<file path="src/rtl/data_mem_arb_pkg.sv">
// Shared types and default sizes for the data-memory arbiter.
// The RAM behind the arbiter is 256 x 32, so the default widths are 8 and 32.
package data_mem_arb_pkg;

  localparam int DEF_ADDR_W = 8;
  localparam int DEF_DATA_W = 32;

  typedef enum logic {
    CPU_PRI  = 1'b0,
    DBG_RESP = 1'b1
  } arb_state_e;

endpackage

</file>
<file path="src/rtl/arb_starve_counter.sv">
// Saturating starvation counter for the debug requester.
// When the count reaches LIMIT, expired rises and the requester wins the port.
module arb_starve_counter
  import data_mem_arb_pkg::*;
#(
  parameter int LIMIT = 4,
  parameter int CNT_W = 3
) (
  input  logic clk,
  input  logic rst,
  input  logic clr,
  input  logic inc,
  output logic expired
);

  localparam logic [CNT_W-1:0] LIM = CNT_W'(LIMIT);

  logic [CNT_W-1:0] cnt_reg;

  always_ff @(posedge clk or posedge rst) begin
    if (rst) begin
      cnt_reg <= '0;
    end else if (clr) begin
      cnt_reg <= '0;
    end else if (inc && (cnt_reg != LIM)) begin
      cnt_reg <= cnt_reg + 1'b1;
    end
  end

  // LIMIT of 0 makes expired constant high: debug wins whenever it is eligible.
  assign expired = (cnt_reg >= LIM);

endmodule

</file>
<file path="src/rtl/data_mem_arbiter.sv">
// Single-port data RAM arbiter: CPU MEM stage has priority, debug/DMA gets a bounded wait.
// Define ARB_PERF_CNT_EN to build the stall/grant performance counters.
module data_mem_arbiter
  import data_mem_arb_pkg::*;
#(
  parameter int ADDR_W       = DEF_ADDR_W,
  parameter int DATA_W       = DEF_DATA_W,
  parameter int STARVE_LIMIT = 4,
  parameter int CNT_W        = 3
) (
  input  logic              clk,
  input  logic              rst,
  input  logic              cpu_re,
  input  logic              cpu_we,
  input  logic [ADDR_W-1:0] cpu_addr,
  input  logic [DATA_W-1:0] cpu_wdata,
  output logic [DATA_W-1:0] cpu_rdata,
  output logic              cpu_stall,
  input  logic              dbg_req,
  input  logic              dbg_we,
  input  logic [ADDR_W-1:0] dbg_addr,
  input  logic [DATA_W-1:0] dbg_wdata,
  output logic              dbg_gnt,
  output logic              dbg_rvalid,
  output logic [DATA_W-1:0] dbg_rdata,
  output logic [ADDR_W-1:0] ram_a,
  output logic [DATA_W-1:0] ram_d,
  output logic              ram_we,
  input  logic [DATA_W-1:0] ram_spo,
  output logic [31:0]       perf_stall_cnt,
  output logic [31:0]       perf_gnt_cnt
);

  arb_state_e state_reg, state_next;
  logic       cpu_req;
  logic       dbg_win;
  logic       starve_expired;
  logic       starve_clr;
  logic       starve_inc;

  assign cpu_req = cpu_re | cpu_we;
  assign dbg_win = (state_reg == CPU_PRI) & dbg_req & (~cpu_req | starve_expired);

  // Counter only moves while debug is eligible; it freezes in the response cycle.
  assign starve_clr = (state_reg == CPU_PRI) & (dbg_win | ~dbg_req);
  assign starve_inc = (state_reg == CPU_PRI) & dbg_req & ~dbg_win;

  arb_starve_counter #(
    .LIMIT (STARVE_LIMIT),
    .CNT_W (CNT_W)
  ) u_starve (
    .clk     (clk),
    .rst     (rst),
    .clr     (starve_clr),
    .inc     (starve_inc),
    .expired (starve_expired)
  );

  always_ff @(posedge clk or posedge rst) begin
    if (rst) begin
      state_reg <= CPU_PRI;
    end else begin
      state_reg <= state_next;
    end
  end

  always_comb begin
    state_next = state_reg;
    dbg_gnt    = 1'b0;
    cpu_stall  = 1'b0;
    ram_a      = cpu_addr;
    ram_d      = cpu_wdata;
    ram_we     = cpu_we;
    case (state_reg)
      CPU_PRI: begin
        if (dbg_win) begin
          state_next = DBG_RESP;
        end
      end
      DBG_RESP: begin
        state_next = CPU_PRI;
      end
      default: begin
        state_next = CPU_PRI;
      end
    endcase
    if (dbg_win) begin
      dbg_gnt   = 1'b1;
      cpu_stall = cpu_req;
      ram_a     = dbg_addr;
      ram_d     = dbg_wdata;
      ram_we    = dbg_we;
    end
  end

  assign cpu_rdata = ram_spo;

  always_ff @(posedge clk or posedge rst) begin
    if (rst) begin
      dbg_rvalid <= 1'b0;
      dbg_rdata  <= '0;
    end else begin
      dbg_rvalid <= dbg_win & ~dbg_we;
      if (dbg_win && !dbg_we) begin
        dbg_rdata <= ram_spo;
      end
    end
  end

`ifdef ARB_PERF_CNT_EN
  logic [31:0] perf_stall_reg;
  logic [31:0] perf_gnt_reg;

  always_ff @(posedge clk or posedge rst) begin
    if (rst) begin
      perf_stall_reg <= '0;
      perf_gnt_reg   <= '0;
    end else begin
      if (cpu_stall) begin
        perf_stall_reg <= perf_stall_reg + 32'd1;
      end
      if (dbg_gnt) begin
        perf_gnt_reg <= perf_gnt_reg + 32'd1;
      end
    end
  end

  assign perf_stall_cnt = perf_stall_reg;
  assign perf_gnt_cnt   = perf_gnt_reg;
`else
  assign perf_stall_cnt = 32'd0;
  assign perf_gnt_cnt   = 32'd0;
`endif

endmodule
</file>
<file path="config.mk">
export PLATFORM = sky130hd
export DESIGN_NAME = data_mem_arbiter
export DESIGN_NICKNAME = d
export VERILOG_FILES = /design/src/rtl/data_mem_arb_pkg.sv /design/src/rtl/arb_starve_counter.sv /design/src/rtl/data_mem_arbiter.sv
export SDC_FILE = /design/constraint.sdc
export NUM_CORES = 1
export LEC_CHECK = 0
export ABC_AREA = 1
export CAP_MARGIN = 20
export CORE_AREA = 5 5 110 112
export DETAILED_ROUTE_END_ITERATION = 8
export DIE_AREA = 0 0 115 117
export GPL_TIMING_DRIVEN = 0
export HOLD_SLACK_MARGIN = 0.03
export PLACE_DENSITY = 0.81
export SLEW_MARGIN = 10
export SYNTH_ARGS = -nofsm -noshare
export SYNTH_HDL_FRONTEND = slang
export SYNTH_HIERARCHICAL = 1
export SYNTH_SLANG_ARGS = --single-unit
</file>
<file path="constraint.sdc">
create_clock -name clk -period 2 [get_ports clk]
set_input_delay 0.2 -clock clk [delete_from_list [all_inputs] [get_ports clk]]
set_output_delay 0.2 -clock clk [all_outputs]
set_load 0.05 [all_outputs]
</file>
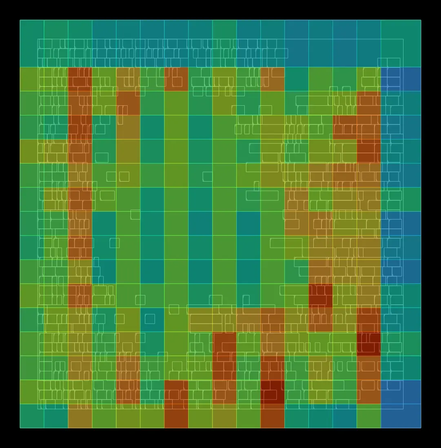
(run_1/congestion.png)
Total Routing Usage GR: 0.146
final routed wire length divided by cell count: 12.7 µm
most used routing layer: met2
met3 Usage GRT: 0.0571
Post-Route Utilization: 0.505

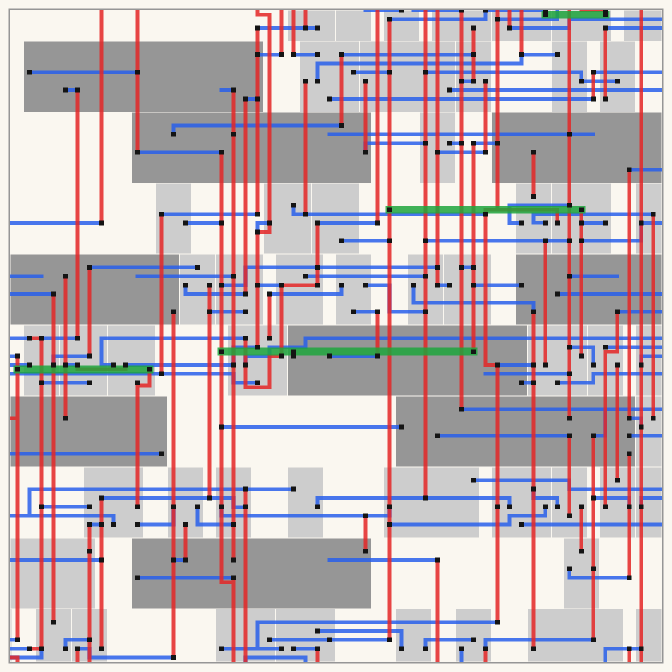
(run_1/detail.png)
Window x 74 to 99, y 17 to 42 µm. Cells in gray, sequential cells in the stronger gray; small squares are vias.
Blue marks metal 1. Green marks metal 3. Red marks metal 2.
50 logic cells have their middle in the window. Most frequent: nand2_1 (18), dfrtp_1 (9), nand4_1 (8). Netlist names of flops here include dbg_rdata (9). Sequential cells in the window: 9.

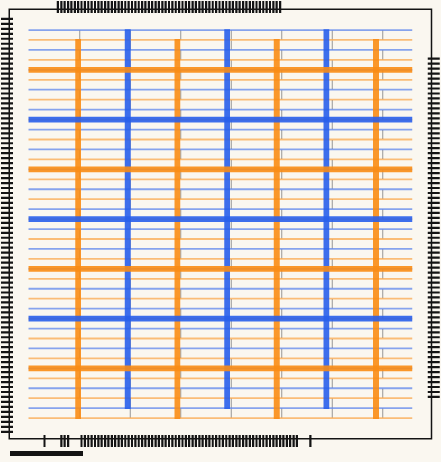
(run_1/power_grid.png)
Scale bar: 20 µm. Pins as bars on the die edge. Tap cells in gray.
Orange marks VSS. Blue marks VDD.
40 met1 rails follow the rows. 143 tap cells.

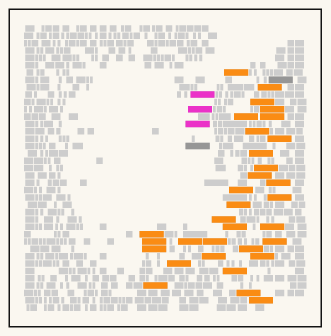
(run_1/flops_by_reg.png)
Orange marks dbg_rdata, placed flops 32. Magenta marks u_starve/cnt_reg, placed flops 3.

==> flow_summary.yaml, run 1 <==
# generated from flow reports
pwr:
  power.clock.fraction: 0.185
  power_combinational_uw: 2260
  cell_internal_pwr_uw: 2130
timing:
  worst_clock_skew_ns: 0.00248
  setup_tns_ns: 0
  timing.final.hold_violations: 0
place:
  area_after_detailed_placement_um2: 5510
hold_path:
  holdCritPathClass: "in2async"
final_layout:
  n_clock_buffer: 6
  final_design_area_no_fill_um2: 5620
  antenna-diode-count: 1
  final_cell_mix: "191 x nand2_1, 182 x clkdlybuf4s50_1, 132 x buf_4"
setup_path:
  critPathMaxFanout: 10
floorplan:
  chipWidth_um: 115
  boundary_pin_count: 290
clock_tree:
  tritoncts: "done"
  htreeDepth: 2
logic_synthesis:
  synthTopLogicFamily: "simple AND/OR/NAND/NOR gates"
routing:
  drt_drc_violations_left: 0
run_status:
  outcome: "completed"
[run 1: cell usage after synthesis]
master	instances	area share
nand2_1	191	0.25
buf_4	97	0.26
dfrtp_1	37	0.33
nand4_1	34	0.075
buf_2	12	0.021
inv_1	11	0.015
clkbuf_1	8	0.011
inv_2	3	0.0040
nand3_1	3	0.0053
nor2_1	3	0.0040
ha_1	2	0.0088
nand2_2	2	0.0044
clkinv_1	1	0.0013
conb_1	1	0.0013
nor2_2	1	0.0022
nor3_1	1	0.0018
o211ai_1	1	0.0026
o21ai_0	1	0.0018
o21ai_4	1	0.0057
o21bai_1	1	0.0026
[run 1: routing by layer]
layer  part of all wire  routed length, µm
met1               0.34               3740
met2               0.52               5620
met3               0.13               1430
met4             0.0073                 79
met5                  0                  0
==> inputs of run 2 (changes only) <==
- MAX_ROUTING_LAYER: unset -> met4
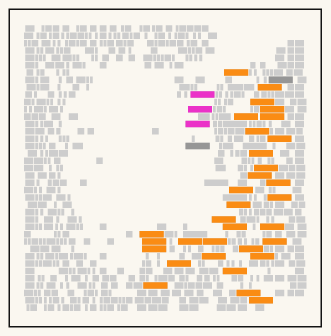
(run_2/flops_by_reg.png)
Orange marks dbg_rdata, placed flops 32. Magenta marks u_starve/cnt_reg, placed flops 3.
Another 2 sequential cells are not colored.

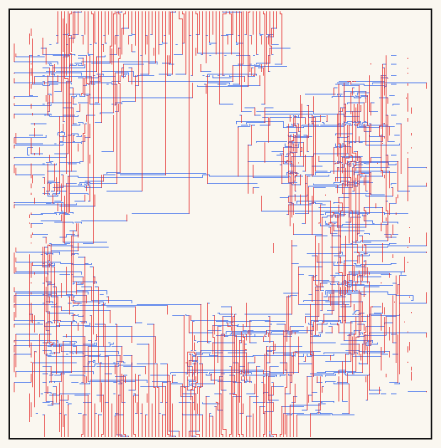
(run_2/wires.png)
Two of the layers only.
Red marks metal 2, wire length 5590 µm. Blue marks metal 1, wire length 3930 µm.

==> run 2 against run 1 <==
  * Clock power barely moved
  * Via count rose by 1.4%
  * Routed wire length rose by 0.19%
  * Global-route usage rose by 0.48 points
  * Clock skew fell by 0.00052 ns
  * Clock-buffer cell count did not move
  * Synthesized cell count did not move
  * Core utilization did not move
  * Critical endpoint unchanged
  * Largest cell class unchanged
  * Largest power group unchanged
  * Highest routed layer unchanged
==> flow_summary.yaml, run 2 <==
# generated from flow reports
floorplan:
  chipWidth_um: 115
  boundary_pin_count: 290
routing:
  antenna_violating_nets_post_route: 0
  detailroute.wirelength.met2_mm: 5.59
  dr.max_layer_used: "met4"
  met1_length_mm: 3.93
  drt_drc_violations_left: 0
global_routing:
  grt.total_usage: 0.151
  grt_first_pass_wirelength_mm: 15.7
  gr-usage-met3: 0.0437
  grt_busiest_layer: "met2"
pwr:
  power_combinational_uw: 2270
  cell_internal_pwr_uw: 2130
  power.clock.fraction: 0.184
logic_synthesis:
  postSynth.topFlopCell: "dfrtp_1"
  number_of_enable_flip_flop_cells: 0
  synth_dominant_cell_count: "nand2_1"
  topCellsByArea: "dfrtp_1 33%, buf_4 26%, nand2_1 25%, nand4_1 7.5%, buf_2 2.1%"
  netlist_top_cells_count: "191 x nand2_1, 97 x buf_4, 37 x dfrtp_1"
  post-synth-top-area-fraction: 0.325
  synth_async_sr_flop_share: 1.00
  synthTopLogicFamily: "simple AND/OR/NAND/NOR gates"
final_layout:
  final_cell_mix: "191 x nand2_1, 182 x clkdlybuf4s50_1, 132 x buf_4"
  finalCoreUtilization: 0.505
run_status:
  outcome: "completed"
setup_path:
  critPathMaxFanout: 10
  critical-path-slowest-cell: "clkdlybuf4s50_1"
  worst_setup_path_end_kind: "output pin"
hold_path:
  holdCritPathClass: "in2async"
clock_tree:
  htreeDepth: 2
  tritoncts: "done"
timing:
  worst_clock_skew_ns: 0.00196
  timing.final.hold_violations: 0
-- run 2: cell counts after synthesis --
No cell type changed its count.
-- run 2: per-stage QoR --
stage          setup WS (ns)  hold WS (ns)  area [µm²]  setup TNS (ns)  cells
5_1_grt              -0.0119         0.169        5620         -0.0541    854
2_1_floorplan          0.300       -0.0464        3080               0    474
4_1_cts             0.000854         0.143        5560               0    851
6_report              0.0753         0.142        5620               0    855
3_3_place_gp          -0.918         0.412        5510          -31.79    842
3_5_place_dp          -0.910         0.435        5510          -32.09    842
-- run 2: final cells by class --
cell class                 count  area share
multi-input combinational    305       0.231
antenna                        1    0.000445
tap                          143      0.0318
inverter                      15      0.0100
clock inverter                 2     0.00178
buffer                       117       0.149
sequential                    37       0.165
timing repair buffer         229       0.389
clock buffer                   6      0.0229
==> inputs of run 3 (changes only) <==
- ABC_AREA: 1 -> unset
- PLACE_DENSITY: 0.81 -> 0.8
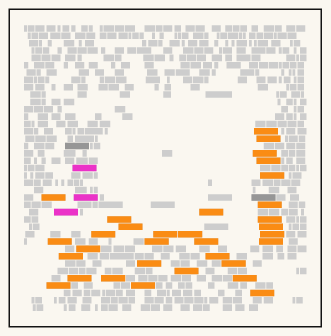
(run_3/flops_by_reg.png)
Orange marks dbg_rdata, placed flops 32. Magenta marks u_starve/cnt_reg, placed flops 3.

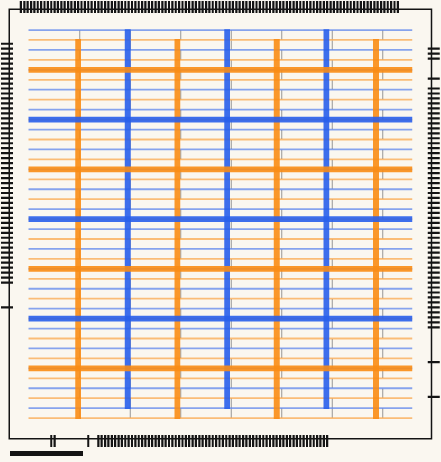
(run_3/power_grid.png)
Scale bar: 20 µm. Pins as bars on the die edge. Tap cells in gray.
Blue marks VDD. Orange marks VSS.
290 signal pins sit on the boundary. 7 straps on met4.

==> run 3 against run 2 <==
  * Routed wire length is 8.9% lower
  * Flip-flop count stayed put
  * Clock power up 1%
  * Highest routed layer unchanged
==> flow_summary.yaml, run 3 <==
# generated from flow reports
logic_synthesis:
  postSynth.topFlopCell: "dfrtp_1"
  number_of_enable_flip_flop_cells: 0
  topCellsByArea: "dfrtp_1 34%, mux2_2 30%, buf_4 26%, buf_6 1.2%, inv_1 0.96%"
  post-synth-top-area-fraction: 0.338
floorplan:
  boundary_pin_count: 290
  well_tap_count: 143
final_layout:
  final_cell_mix: "180 x clkdlybuf4s50_1, 100 x buf_4, 69 x mux2_2"
  final_design_area_no_fill_um2: 5490
  final-nonclk-buf-share: 0.540
  logic_gates: 158
  largest_class: "buffers"
  area.share.sequential: 0.169
  clock_tree_area_fraction: 0.0253
  seq_cell_count: 37
routing:
  detailroute.wirelength.met2_mm: 5.53
  met3_wirelength_um: 910
  dr.max_layer_used: "met4"
  met1_length_mm: 3.39
  antenna_violating_nets_post_route: 0
  drt_drc_violations_left: 0
run_status:
  outcome: "completed"
global_routing:
  grt_busiest_layer: "met2"
  gr-usage-met3: 0.0329
  grt_first_pass_wirelength_mm: 13.6
setup_path:
  worst_setup_path_end_kind: "output pin"
pwr:
  cell_internal_pwr_uw: 2240
timing:
  timing.final.hold_violations: 0
  worst_clock_skew_ns: 0.00450
hold_path:
  holdCritPathClass: "in2async"
clock_tree:
  tritoncts: "done"
  htreeDepth: 2
-- run 3: netlist changes by cell type after synthesis, moves of 4 or more --
cell | previous run | this run
inv_1 | 11 | 7
nand4_1 | 34 | 0
nand2_1 | 191 | 0
mux2_2 | 0 | 72
buf_2 | 12 | 4
clkbuf_1 | 8 | 1
-- run 3: worst max-delay path, cell delays in order, from the launching register on --
cell,delay [ns]
dfrtp_1,0.39
o21bai_4,0.20
nand3b_4,0.16
buf_6,0.14
buf_16,0.11
mux2_2,0.34
buf_6,0.15
-- run 3: through the flow --
step                      setup slack (ns)  instances  setup TNS [ns]   util
after floorplan                     0.0755        306               0      -
after global placement              -0.705        674          -25.11  0.486
after detailed placement            -0.702        674          -24.88  0.486
after CTS                          -0.0137        685         -0.0639  0.490
after global routing               -0.0208        686          -0.177  0.494
final                               0.0418        686               0  0.494
Power and IR drop assume default switching activity.
